### config.mk
export PLATFORM = sky130hd
export DESIGN_NAME = misr_sig_analyzer
export DESIGN_NICKNAME = d
export VERILOG_FILES = /design/src/rtl/misr_sig_analyzer.sv
export SDC_FILE = /design/constraint.sdc
export NUM_CORES = 1
export LEC_CHECK = 0
export CAP_MARGIN = 20
export CORE_ASPECT_RATIO = 0.9
export CORE_MARGIN = 2
export CORE_UTILIZATION = 51
export DETAILED_ROUTE_END_ITERATION = 10
export GPL_ROUTABILITY_DRIVEN = 0
export PLACE_DENSITY_LB_ADDON = 0.08
export REMOVE_ABC_BUFFERS = 1
export SYNTH_ARGS = -nofsm -noshare
export SYNTH_HDL_FRONTEND = slang
export SYNTH_SLANG_ARGS = --single-unit
### constraint.sdc
create_clock -name clk -period 4.25 [get_ports clk]
set_clock_uncertainty 0.05 [all_clocks]
set_input_delay 0.85 -clock clk [delete_from_list [all_inputs] [get_ports clk]]
set_output_delay 0.85 -clock clk [all_outputs]
set_load 0.05 [all_outputs]
### src/rtl/misr_sig_analyzer.sv
// misr_sig_analyzer: folds a window of accepted chip output words into a
// Galois MISR signature, then compares the result with a golden value.
// Latency: a sample updates sig on its accepting edge. done and pass rise on
// the edge that accepts the last sample of the window.
// Backpressure: none. data_valid is a strobe and never stalls. Gaps between
// samples hold the state.
//
// Ports:
//   clk, rst_n    rising-edge clock and asynchronous active-low reset
//   start         begin a run (honoured in IDLE and DONE only)
//   abort         cancel the run and return to IDLE (beats start/data_valid)
//   data_valid    data_in is accepted this cycle (RUN only)
//   data_in       word to compact into the signature
//   expected_sig  golden signature, held stable for the whole run
//   sig           current signature register
//   count         samples accepted in the current run (saturates at WINDOW)
//   busy / done   RUN / DONE state decodes
//   pass          final signature matched expected_sig (meaningful with done)
module misr_sig_analyzer #(
  parameter int unsigned          WIDTH  = 4,
  parameter logic [WIDTH-1:0]     POLY   = 4'b0011,
  parameter logic [WIDTH-1:0]     SEED   = 4'b0000,
  parameter int unsigned          WINDOW = 16,
  parameter int unsigned          CW     = 16
) (
  input  logic             clk,
  input  logic             rst_n,
  input  logic             start,
  input  logic             abort,
  input  logic             data_valid,
  input  logic [WIDTH-1:0] data_in,
  input  logic [WIDTH-1:0] expected_sig,
  output logic [WIDTH-1:0] sig,
  output logic [CW-1:0]    count,
  output logic             busy,
  output logic             done,
  output logic             pass
);

  typedef enum logic [1:0] {
    S_IDLE = 2'd0,
    S_RUN  = 2'd1,
    S_DONE = 2'd2
  } state_e;

  localparam logic [CW-1:0] LAST_IDX = CW'(WINDOW - 1);
  localparam logic [CW-1:0] FULL_CNT = CW'(WINDOW);

  state_e           state_q, state_d;
  logic [WIDTH-1:0] sig_q, sig_d;
  logic [CW-1:0]    count_q, count_d;
  logic             pass_q, pass_d;

  // Galois step: shift left, fold the escaping MSB back through POLY, then
  // mix in the new word.
  logic [WIDTH-1:0] sig_next;
  assign sig_next = {sig_q[WIDTH-2:0], 1'b0}
                  ^ (sig_q[WIDTH-1] ? POLY : '0)
                  ^ data_in;

  always_comb begin
    state_d = state_q;
    sig_d   = sig_q;
    count_d = count_q;
    pass_d  = pass_q;

    if (abort) begin
      // sig is kept on purpose so the partial signature can be inspected.
      state_d = S_IDLE;
      count_d = '0;
      pass_d  = 1'b0;
    end else begin
      case (state_q)
        S_IDLE: begin
          if (start) begin
            state_d = S_RUN;
            sig_d   = SEED;
            count_d = '0;
            pass_d  = 1'b0;
          end
        end

        S_RUN: begin
          if (data_valid) begin
            sig_d   = sig_next;
            count_d = count_q + CW'(1);
            // The last sample closes the window. The verdict is taken on
            // sig_next because sig_q does not hold the final value yet.
            if (count_q == LAST_IDX) begin
              state_d = S_DONE;
              count_d = FULL_CNT;
              pass_d  = (sig_next == expected_sig);
            end
          end
        end

        S_DONE: begin
          // A restart goes straight back to RUN. There is no IDLE bubble.
          if (start) begin
            state_d = S_RUN;
            sig_d   = SEED;
            count_d = '0;
            pass_d  = 1'b0;
          end
        end

        default: begin
          state_d = S_IDLE;
          count_d = '0;
          pass_d  = 1'b0;
        end
      endcase
    end
  end

  always_ff @(posedge clk or negedge rst_n) begin
    if (!rst_n) begin
      state_q <= S_IDLE;
      sig_q   <= '0;
      count_q <= '0;
      pass_q  <= 1'b0;
    end else begin
      state_q <= state_d;
      sig_q   <= sig_d;
      count_q <= count_d;
      pass_q  <= pass_d;
    end
  end

  assign sig   = sig_q;
  assign count = count_q;
  assign busy  = (state_q == S_RUN);
  assign done  = (state_q == S_DONE);
  assign pass  = pass_q;

endmodule

==> results_dict.tcl <==
# implementation run metrics
set metrics [dict create \
    placed_cells 202 \
    synth.cellmix.compoundShare_pct 16.19 \
    hold_viol_final 0 \
    power.leakage_uw 0.0006807 \
    synth.avg_cell_area_um2 9.525 \
    largest_class "multi-input combinational cells" \
    wl_met3_um 304 \
    edf_count 0 \
    numSynthFlops 23 \
    grt_util_met2_pct 43.26 \
    cts_setup_buffers 0 \
    startpoint "state_q[0]" \
    grt_pass1_vias 1277 \
    ys_sh_adder_pct 0.9251 \
    dr.pass1.iters 4 \
    top_cells_by_area "dfrtp_1, nand2_1, a31oi_1, xnor3_1, xnor2_1" \
    ys_area_um2 1353 \
    hold_slack_ns 0.5102 \
    max_slew_margin_pct 54.20 \
    lay_top_count "clkdlybuf4s50_1" \
    grt_pass1_wl_mm 5.940 \
    area_growth_pct 30.99 \
    die_h_um 52.86 \
    synth_cell_type_count 42 \
    clk_pin_slew_ns 0.13 \
    numPortBuffers 35 \
    syn_inst 142 \
    top_logic_kind "simple AND/OR/NAND/NOR gates" \
    wl_per_cell_um 17.76 \
    ff_type "dfrtp_1" \
    required_ns 3.35 \
    min_to "count[6]" \
    postSynthSeqShare_pct 42.55 \
    ios 36 \
    setup_viol 0 \
    critPathArrivalTime_ns 1.85 \
    htree_levels 1 \
    path_cells "nor2b_1, clkdlybuf4s50_1" \
    hpwl_mm 2.693 \
    stdcell_count 207 \
    met1_usage_pct 35.60 \
    outcome "finished clean" \
    clock-sinks 23 \
    wirelength_mm 3.677 \
    num_rows 17 \
    pre_cts_ws_ns 1.345 \
    startpoint_type "register" \
    route.detailed.drc 0 \
    diodes 0 \
    worst_slack_ns 1.499 \
    simple_gate_area_share_pct 27.47 \
    cp-endpoint "busy" \
    clockRootBuffer "clkbuf_4" \
    logic_gate_count 111 \
    log.warning_count 25 \
    fmax_mhz 363.4 \
]
[synthesized netlist by cell type, types with 2 or more instances]
cell type / count
dfrtp_1: 23
nand2_1: 15
a31oi_1: 8
o21ai_0: 8
nand3_1: 6
nor2_1: 6
nor4_1: 6
nor3_1: 5
xnor2_1: 5
xor2_1: 5
a21oi_1: 4
inv_1: 4
nand4_1: 4
a22o_1: 3
clkbuf_1: 3
nand3b_1: 3
or2_2: 3
nor2b_1: 2
o31ai_1: 2
or3_1: 2
or4_1: 2
or4_4: 2
xnor3_1: 2
[report_power, final]
part / switching (uW) / total [uW] / internal (uW)
clock: 70.9 / 106 / 35.3
sequential: 18.2 / 250 / 232
combinational: 106 / 184 / 78.2
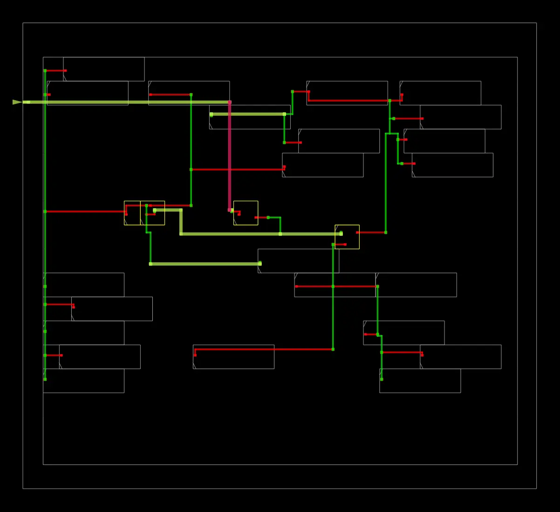
Fig. 1. Clock wiring as the flow saved it.
flop count: 23
clkbuf count: 3
CTS Buf Count: 3
Clk Latency, worst-skew pair: 0.32 ns

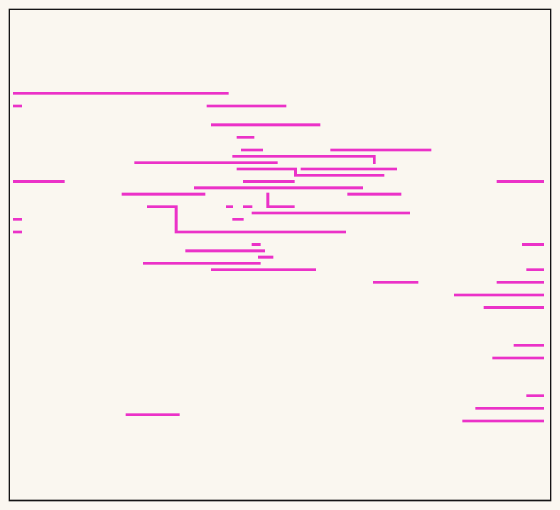
Fig. 2. Met3 routing.
wire length on this layer: 304 um
share of all routed wire: 8.3%
vias: 1317
met3 Track Usage GR: 6.112%

